## src/rtl/seg_decode_capture.sv

```systemverilog
// -----------------------------------------------------------------------------
// seg_decode_capture
//
// Watches a multiplexed seven-segment display bus and rebuilds the digit values
// it shows. The segment pattern and the digit enables are registered once.
// A pattern has to stay unchanged for STABLE_CYCLES consecutive samples before
// it is decoded. It is then written into the position selected by the one-hot
// digit enable. Illegal patterns and multi-hot enables set a sticky error flag.
//
// Ports
//   clk          rising-edge clock
//   reset        asynchronous reset, active low
//   seg_in[7:0]  segment pattern, bit7=a ... bit1=g, bit0=dp (dp ignored)
//   an[N-1:0]    digit enables, one-hot while a digit is driven
//   clr          synchronous clear of digits, digit_valid and err
//   digits       decoded value per position, digit i at [4i+3:4i]
//   digit_valid  position i has been captured with a legal pattern
//   upd_valid    one-cycle pulse per successful capture
//   upd_idx      position of the capture (qualified by upd_valid)
//   upd_val      decoded value of the capture (qualified by upd_valid)
//   err          sticky error: illegal pattern or multi-hot enable at capture
// -----------------------------------------------------------------------------
module seg_decode_capture #(
  parameter int STABLE_CYCLES = 4,
  parameter int NUM_DIGITS    = 8
) (
  input  logic                      clk,
  input  logic                      reset,
  input  logic [7:0]                seg_in,
  input  logic [NUM_DIGITS-1:0]     an,
  input  logic                      clr,
  output logic [4*NUM_DIGITS-1:0]   digits,
  output logic [NUM_DIGITS-1:0]     digit_valid,
  output logic                      upd_valid,
  output logic [2:0]                upd_idx,
  output logic [3:0]                upd_val,
  output logic                      err
);

  typedef enum logic [1:0] {
    IDLE  = 2'd0,
    TRACK = 2'd1,
    HELD  = 2'd2
  } state_t;

  localparam logic [7:0] CNT_MAX = 8'(STABLE_CYCLES - 1);

  // Returns {legal, value} for the seven segment bits a..g.
  function automatic logic [4:0] decode_seg(input logic [6:0] seg);
    logic [4:0] r;
    case (seg)
      7'h7E:   r = {1'b1, 4'd0};
      7'h30:   r = {1'b1, 4'd1};
      7'h6D:   r = {1'b1, 4'd2};
      7'h79:   r = {1'b1, 4'd3};
      7'h33:   r = {1'b1, 4'd4};
      7'h5B:   r = {1'b1, 4'd5};
      7'h5F:   r = {1'b1, 4'd6};
      7'h70:   r = {1'b1, 4'd7};
      7'h7F:   r = {1'b1, 4'd8};
      7'h73:   r = {1'b1, 4'd9};
      default: r = 5'd0;
    endcase
    return r;
  endfunction

  // Stability counter increment that sticks at the capture threshold.
  function automatic logic [7:0] sat_inc(input logic [7:0] c);
    return (c >= CNT_MAX) ? CNT_MAX : c + 8'd1;
  endfunction

  function automatic logic [2:0] onehot_idx(input logic [NUM_DIGITS-1:0] v);
    logic [2:0] idx;
    idx = 3'd0;
    for (int i = 0; i < NUM_DIGITS; i++) begin
      if (v[i]) idx = 3'(i);
    end
    return idx;
  endfunction

  state_t                    state_q, state_d;
  logic [7:0]                cnt_q, cnt_d;
  logic [7:0]                seg_q, seg_d, seg_prev_q, seg_prev_d;
  logic [NUM_DIGITS-1:0]     an_q, an_d, an_prev_q, an_prev_d;
  logic [4*NUM_DIGITS-1:0]   digits_q, digits_d;
  logic [NUM_DIGITS-1:0]     valid_q, valid_d;
  logic                      upd_valid_q, upd_valid_d;
  logic [2:0]                upd_idx_q, upd_idx_d;
  logic [3:0]                upd_val_q, upd_val_d;
  logic                      err_q, err_d;

  logic                      chg;
  logic                      an_zero;
  logic                      an_onehot;
  logic                      capture;
  logic [4:0]                dec;

  // Stage 0: input sampling, and the previous sample for change detection
  always_comb begin
    seg_d      = seg_in;
    an_d       = an;
    seg_prev_d = seg_q;
    an_prev_d  = an_q;
  end

  // Stage 1: stability tracking on the registered sample
  always_comb begin
    chg       = (seg_q != seg_prev_q) || (an_q != an_prev_q);
    an_zero   = (an_q == '0);
    an_onehot = !an_zero && ((an_q & (an_q - NUM_DIGITS'(1))) == '0);

    state_d = state_q;
    cnt_d   = cnt_q;
    capture = 1'b0;

    if (chg) begin
      cnt_d   = 8'd0;
      state_d = an_zero ? IDLE : TRACK;
    end else begin
      case (state_q)
        IDLE: begin
          // Only reachable with a non-blank sample if the change was missed;
          // restart a full stability window.
          cnt_d = sat_inc(cnt_q);
          if (!an_zero) begin
            cnt_d   = 8'd0;
            state_d = TRACK;
          end
        end
        TRACK: begin
          cnt_d = sat_inc(cnt_q);
          if (cnt_d == CNT_MAX) begin
            capture = 1'b1;
            state_d = HELD;
          end
        end
        HELD: begin
          cnt_d = sat_inc(cnt_q);
        end
        default: begin
          cnt_d   = 8'd0;
          state_d = IDLE;
        end
      endcase
    end
  end

  // Stage 2: decode and capture into the digit store
  always_comb begin
    dec         = decode_seg(seg_q[7:1]);
    digits_d    = digits_q;
    valid_d     = valid_q;
    err_d       = err_q;
    upd_valid_d = 1'b0;
    upd_idx_d   = upd_idx_q;
    upd_val_d   = upd_val_q;

    // clr takes priority over a capture landing on the same edge.
    if (clr) begin
      digits_d = '0;
      valid_d  = '0;
      err_d    = 1'b0;
    end else if (capture) begin
      if (an_onehot && dec[4]) begin
        for (int i = 0; i < NUM_DIGITS; i++) begin
          if (an_q[i]) begin
            digits_d[4*i +: 4] = dec[3:0];
            valid_d[i]         = 1'b1;
          end
        end
        upd_valid_d = 1'b1;
        upd_idx_d   = onehot_idx(an_q);
        upd_val_d   = dec[3:0];
      end else begin
        err_d = 1'b1;
      end
    end
  end

  always_ff @(posedge clk or negedge reset) begin
    if (!reset) begin
      state_q     <= IDLE;
      cnt_q       <= 8'd0;
      seg_q       <= 8'd0;
      an_q        <= '0;
      seg_prev_q  <= 8'd0;
      an_prev_q   <= '0;
      digits_q    <= '0;
      valid_q     <= '0;
      upd_valid_q <= 1'b0;
      upd_idx_q   <= 3'd0;
      upd_val_q   <= 4'd0;
      err_q       <= 1'b0;
    end else begin
      state_q     <= state_d;
      cnt_q       <= cnt_d;
      seg_q       <= seg_d;
      an_q        <= an_d;
      seg_prev_q  <= seg_prev_d;
      an_prev_q   <= an_prev_d;
      digits_q    <= digits_d;
      valid_q     <= valid_d;
      upd_valid_q <= upd_valid_d;
      upd_idx_q   <= upd_idx_d;
      upd_val_q   <= upd_val_d;
      err_q       <= err_d;
    end
  end

  assign digits      = digits_q;
  assign digit_valid = valid_q;
  assign upd_valid   = upd_valid_q;
  assign upd_idx     = upd_idx_q;
  assign upd_val     = upd_val_q;
  assign err         = err_q;

endmodule

```

## config.mk

```make
export PLATFORM = sky130hd
export DESIGN_NAME = seg_decode_capture
export DESIGN_NICKNAME = d
export VERILOG_FILES = /design/src/rtl/seg_decode_capture.sv
export SDC_FILE = /design/constraint.sdc
export NUM_CORES = 1
export LEC_CHECK = 0
export CAP_MARGIN = 5
export CORE_MARGIN = 8
export CORE_UTILIZATION = 57
export DETAILED_ROUTE_END_ITERATION = 16
export GPL_ROUTABILITY_DRIVEN = 0
export PLACE_DENSITY = 0.85
export SLEW_MARGIN = 5
export SYNTH_ARGS = -nofsm -noshare
export SYNTH_HDL_FRONTEND = slang
export SYNTH_SLANG_ARGS = --single-unit
export TNS_END_PERCENT = 30
```

## constraint.sdc

```tcl
create_clock -name clk -period 4 [get_ports clk]
set_clock_uncertainty 0.2 [all_clocks]
set_input_delay 0.8 -clock clk [delete_from_list [all_inputs] [get_ports clk]]
set_output_delay 0.8 -clock clk [all_outputs]
set_load 0.005 [all_outputs]
```

run_1/m1.png
The bar under the picture is 20 µm long.
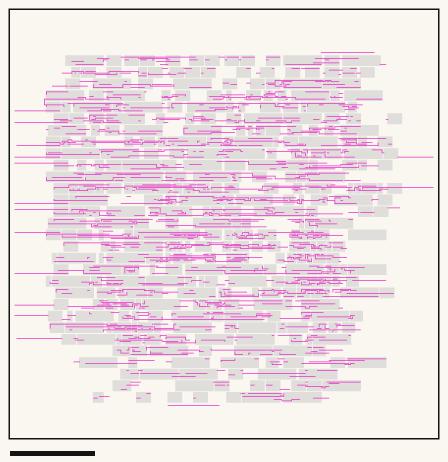
longest straight run: 36.8 µm
nets with wire on the layer: 367
share of all routed wire: 44%
main direction: horizontal
wire length on this layer: 3710 µm
final wirelength: 8390 µm
DR vias: 2556
met1 GRT Util: 21.6%

run_1/m2.png
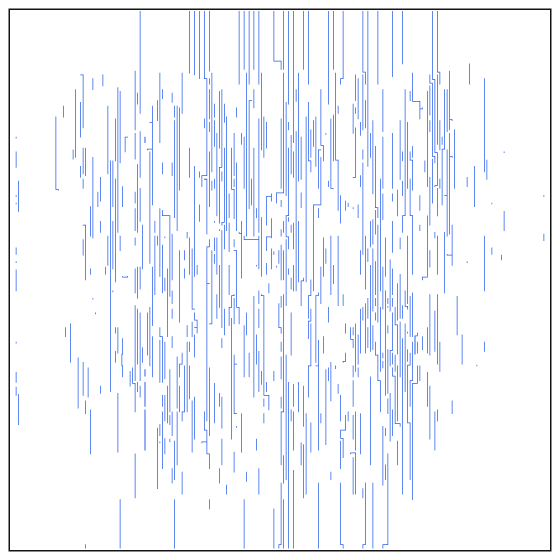
main direction: vertical
share of all routed wire: 50%
longest straight run: 42.8 µm
nets with wire on the layer: 352
wire length on this layer: 4180 µm

run_1/m3.png
The bar under the picture is 20 µm long.
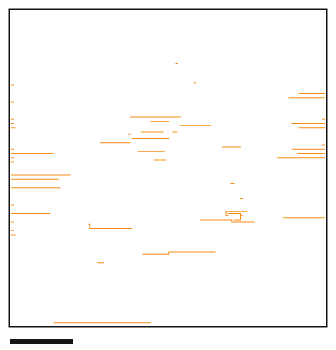
main direction: horizontal
share of all routed wire: 4.2%
wire length on this layer: 356 µm
nets with wire on the layer: 40

==> impl_metrics.tcl, run 1 <==
# yosys + openroad results
set metrics [dict create \
    status "complete, no violations" \
    die_w_um 100 \
    top_area_cell "dfrtp_1" \
    clock_buffers 10 \
    power.density_nw_per_um2 337 \
    place_ws_ns 1.24 \
    comb_share_pct 32.8 \
    power_frac_seq_pct 58.4 \
    use_met3_pct 4.64 \
    yosys_warnings 0 \
    drt_iter0_markers 67 \
    fin_util_pct 71.8 \
    leakage_nw 2.19 \
    flop_area_um2 2280 \
    async_reset_ff_share_pct 100 \
    top_cells_by_area "dfrtp_1 (56%), mux2i_1 (8.9%), nand2b_1 (5.1%)" \
    dp_hpwl_um 5910 \
    grt_start_max_net_pins 92 \
    placed_area_um2 4720 \
    critical_path.max_stage_delay_ns 0.55 \
    crit_chain "ha_1, or4_1, or4b_1, and3_4, nand4b_4, mux2_2" \
    grtUsageMet2_pct 28.4 \
    p_clk_uw 593 \
    buffers 68 \
    maxPowerGroup "registers" \
    cts.sinks 91 \
    power.switching_uw 381 \
    synthCells 317 \
    layout-drive-gt1-share_pct 11.5 \
    clkTransAtPathRegs_ns 0.08 \
    powerComb_uw 94.6 \
    post-synth-top-count-cell "dfrtp_1" \
    crit_arrival_ns 2.81 \
    hold_buffers 0 \
    root_buffer "clkbuf_8" \
    worst_pin_slew_ns 1.09 \
    ioPinCount 68 \
    start_kind "register" \
    drtPass1Iterations 4 \
    clockBufferDepth 2 \
    worstSetupEndpointType "register" \
    slowest_stage "or4b_1" \
    htree_levels 3 \
    dominant_cells "flip-flops and latches" \
    num-nonclk-inverters 10 \
    wl_per_cell_um 17.5 \
    yosys.area.top_type_share_pct 56.2 \
    fillCellCount 487 \
    dieHeight_um 100 \
    num_tap_cells 96 \
    area_growth_pct 21.1 \
    setup_viol 0 \
    power.internal_mw 1.27 \
    ys.flop_type "dfrtp_1" \
    crit_family "simple AND/OR/NAND/NOR gates" \
    chipArea_um2 10100 \
    antenna_found_initial 0 \
    grt_overflow 0 \
    ys_ff 91 \
    comb_power_share_pct 5.7 \
    dr_wl_met3_um 355 \
    fp_util_pct 59.3 \
    synth_cell_types 61 \
    ys_seq_share_pct 56.2 \
    crit_type "reg2reg" \
    seq_cell_count 91 \
    core-area_um2 6830 \
    grt_pass1_vias 2702 \
    syn_avg_cell_area_um2 12.8 \
    switching_share_pct 23.1 \
    clk_share_pct 3.73 \
    yosys-stat-area_um2 4050 \
    crit_fanout 14 \
    maxSlewHeadroom_pct 27.3 \
    drv_slew 0 \
    vias_per_cell 5.33 \
    synthesis.area_um2 4050 \
    ant_nets 0 \
    max_freq_mhz 360 \
    common_cells "dfrtp_1 (91), mux2i_1 (36), nand2b_1 (33), xnor2_1 (19), inv_1 (10)" \
    logic_area_um2 1610 \
    power_mw 1.65 \
    ys_cells 317 \
]
run 1: worst paths after layout:
check | start | end | slack (ns) | cells after the start
max | cnt_q[0] | upd_idx[0] | 1.22 | 6
min | seg_prev_d[0] | seg_prev_q[0] | 0.22 | 0
max reg2reg | cnt_q[0] | upd_idx[0] | 1.22 | 6
min reg2reg | seg_prev_d[0] | seg_prev_q[0] | 0.22 | 0
max in group asynchronous | reset | upd_val[3] | 2.47 | 1
min in group asynchronous | reset | state_q[1] | 0.46 | 1
run 1: kinds of logic after synthesis:
kind of cell               count (synthesis)  synth area share, %
buffers and inverters                     31                 4.45
other                                      1               0.0926
DFF                                       91                 56.2
xor gates and xnor gates                  19                 4.11
and+or+nand+nor                           95                 16.4
muxes                                     40                 10.0
adders and majority gates                  7                 2.10
AOI/OAI and AO/OA                         33                 6.55
run 1: cells in the final DEF (no fill, tap or decap), types with 3 or more instances in the layout:
cell type | netlist | final
xnor2_1 | 19 | 19
nand4_1 | 8 | 8
ha_1 | 6 | 6
clkbuf_8 | 1 | 9
mux2i_1 | 36 | 36
clkdlybuf4s50_1 | 0 | 66
inv_1 | 10 | 10
and3_2 | 3 | 3
conb_1 | 1 | 6
nand2b_1 | 33 | 33
and4bb_2 | 3 | 3
nor2b_1 | 5 | 5
dfrtp_1 | 91 | 91
a21oi_1 | 9 | 9
and3_1 | 3 | 3
nand2_1 | 6 | 6
o21bai_1 | 3 | 3
nor2_1 | 9 | 9
o21ba_2 | 5 | 5
mux2_2 | 4 | 4
run 1: state kept, by name, summed over array words and instances, names as in the netlist, 2 cells and up:
name / count
seg_prev_d: 8
cnt_q: 8
state_q: 2
upd_idx: 3
upd_val: 4
seg_prev_q: 8
an_prev_q: 8
an_prev_d: 8
digit_valid: 8
digits: 32
run_1/clock_nets.png
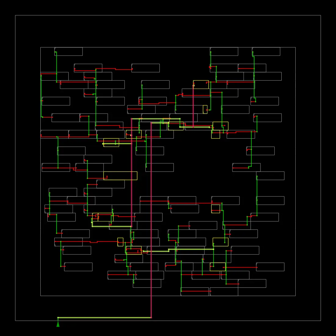

## Run 2: what changed since run 1
--- a/config.mk
+++ b/config.mk
@@ -7,10 +7,10 @@
 export LEC_CHECK = 0
 export CAP_MARGIN = 5
 export CORE_MARGIN = 8
-export CORE_UTILIZATION = 57
+export CORE_UTILIZATION = 53
 export DETAILED_ROUTE_END_ITERATION = 16
 export GPL_ROUTABILITY_DRIVEN = 0
-export PLACE_DENSITY = 0.85
+export PLACE_DENSITY = 0.8
 export SLEW_MARGIN = 5
 export SYNTH_ARGS = -nofsm -noshare
 export SYNTH_HDL_FRONTEND = slang
==> constraint.sdc (replaced) <==
create_clock -name clk -period 2.7 [get_ports clk]
set_clock_uncertainty 0.2 [all_clocks]
set_input_delay 0.54 -clock clk [delete_from_list [all_inputs] [get_ports clk]]
set_output_delay 0.54 -clock clk [all_outputs]
set_load 0.005 [all_outputs]
run_2/clock_nets.png
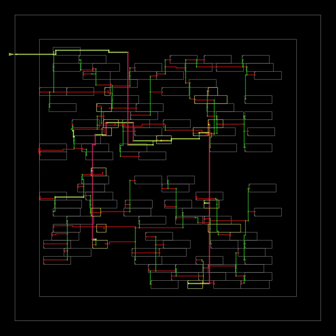
Flop Count: 91
total clock network power: 1.03 mW
clock tree sinks: 91
worst skew pair latency: 0.36 ns
Inserted Clock Buffers: 9

run_2/m1.png
The bar under the picture is 20 µm long.
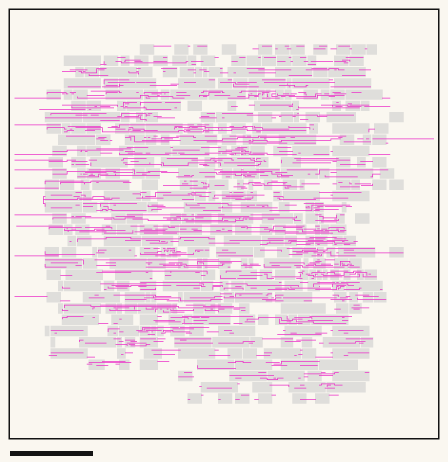
main direction: horizontal
longest straight run: 32.7 µm

==> impl_metrics.tcl, run 2 <==
# yosys + openroad results
set metrics [dict create \
    status "complete, no violations" \
    slowest_stage "or4b_4" \
    numPortBuffers 67 \
    adder_share_pct 2.10 \
    grt_start_max_net_pins 50 \
    top_logic_kind "simple AND/OR/NAND/NOR gates" \
    area_growth_pct 27.6 \
    synth_cell_types 61 \
    setup_viol 0 \
    common_cells "dfrtp_1 (91), mux2i_1 (36), nand2b_1 (33), xnor2_1 (19), inv_1 (10)" \
    crit_fanout 7 \
    dp_hpwl_um 6120 \
    drt_iter0_markers 91 \
    start_kind "register" \
    drtPass1Iterations 5 \
    post-synth-top-count-cell "dfrtp_1" \
    final_common_cell "dfrtp_1" \
    fillCellCount 543 \
    crit_chain "ha_2, or4_4, or4b_4, and3_4, nand4b_4, mux2_4" \
    power_frac_seq_pct 54.2 \
    xor_area_share_pct 4.11 \
    worstSetupEndpointType "register" \
    synthCells 317 \
    wl_per_cell_um 17.4 \
    power.internal_mw 2.01 \
    worst_pin_slew_ns 0.626 \
    regToRegSetupSlack_ns 0.10 \
    largest_reg_flops 32 \
    crit_arrival_ns 2.64 \
    crit_type "reg2reg" \
    drv_slew 0 \
    crit_family "simple AND/OR/NAND/NOR gates" \
    comb_power_share_pct 6.5 \
    yosys.area.top_type_share_pct 56.2 \
    hold_buffers 1 \
    layout-drive-gt1-share_pct 18.3 \
    critical_path.max_stage_delay_ns 0.56 \
    top_area_cell "dfrtp_1" \
    ys_ff 91 \
    power.switching_uw 617 \
    min_period_ns 2.60 \
    ys_cells 317 \
    yosys-stat-area_um2 4050 \
    ys_sh_simple_pct 16.4 \
    clkTransAtPathRegs_ns 0.10 \
    rsz0062_at_grt "yes" \
    vias_per_cell 5.24 \
    htree_levels 3 \
    fin_area_um2 5170 \
    ant_nets 0 \
    core-area_um2 7570 \
    max_freq_mhz 385 \
    clockBufferDepth 2 \
    antenna_found_initial 0 \
    placed_area_um2 4850 \
    muxShareOfSynthArea_pct 10.0 \
    root_buffer "clkbuf_8" \
    hold-worst-slack_ns 0.201 \
    post-cts-setup-buffers 2 \
    aoi_share_pct 6.55 \
    maxSlewHeadroom_pct 58.3 \
    leakage_nw 2.31 \
    fp_util_pct 53.5 \
    use_met3_pct 3.75 \
    yosys_warnings 0 \
    grt_pass1_vias 2862 \
    chipArea_um2 10700 \
    place_ws_ns -0.0481 \
    grtUsageMet2_pct 29.9 \
    lay_top_cells "dfrtp_1 (89), clkdlybuf4s50_1 (66), mux2i_1 (36)" \
    synthesis.area_um2 4050 \
    ys.flop_type "dfrtp_1" \
    top_cells_by_area "dfrtp_1 (56%), mux2i_1 (8.9%), nand2b_1 (5.1%)" \
    syn_avg_cell_area_um2 12.8 \
    grt_use_met1_pct 22.8 \
    ioPinCount 68 \
    track_usage_pct 18.1 \
    ys_seq_share_pct 56.2 \
    grt_overflow 0 \
    switching_share_pct 23.5 \
    power.density_nw_per_um2 508 \
]
run_2/m3.png
The bar under the picture is 20 µm long.
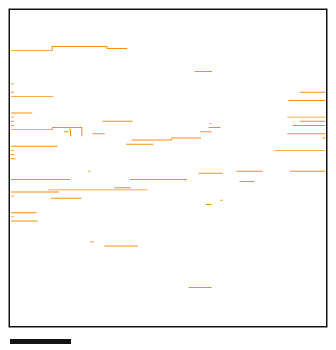
main direction: horizontal
wire length on this layer: 418 µm
DR vias: 2649
final wirelength: 8820 µm

-- run 2: cell counts after synthesis --
No cell type changed its count.
-- run 2: through the flow --
step                      setup TNS (ns)  std cells  total power, mW  utilization [%]
final                                  0        506             2.62             68.3
after global placement                 0        485             1.61             64.0
after detailed placement          -0.389        485             1.61             64.0
after floorplan                        0        322             1.53                -
after global routing            -0.00876        506             2.71             68.3
after CTS                        -0.0317        505             2.64             67.7
-- run 2: final cells by class --
class                      count  area, µm²  area share [%]
clock buffer                   9        124            2.40
clock inverter                 7        100            1.94
inverter                      10       37.5           0.726
multi-input combinational    201       1670            32.3
sequential                    91       2280            44.1
tap                          102        128            2.47
timing repair buffer          86        830            16.1
-- run 2: power groups by stage --
stage / registers [mW] / logic (mW) / clock network [mW]
2_1_floorplan: 1.44 / 0.0961 / 0
3_3_place_gp: 1.45 / 0.164 / 0
3_5_place_dp: 1.45 / 0.167 / 0
4_1_cts: 1.42 / 0.170 / 1.05
5_1_grt: 1.43 / 0.189 / 1.10
6_report: 1.42 / 0.170 / 1.03
-- run 2: path summary, 6_finish.rpt --
| kind | endpoint | from | cells after the start |
|---|---|---|---|
| worst max-delay path | upd_idx[2] | cnt_q[0] | 6 |
| max in group asynchronous | upd_idx[1] | reset | 3 |
| min in group asynchronous | digits[14] | reset | 2 |
| worst min-delay path | seg_prev_q[0] | seg_prev_d[0] | 0 |
| worst min register to register | seg_prev_q[0] | seg_prev_d[0] | 0 |
| worst max register to register | upd_idx[2] | cnt_q[0] | 6 |
-- run 2: per-layer routing --
metal	vias up	wire, µm	part of all wire [%]
met2	61	4390	50
met4	0	140	1.6
met3	15	418	4.7
met1	1323	3880	44
met5	-	0	0
li1	1250	-	-
No activity file was given, so power comes from the tool's default toggle rates.
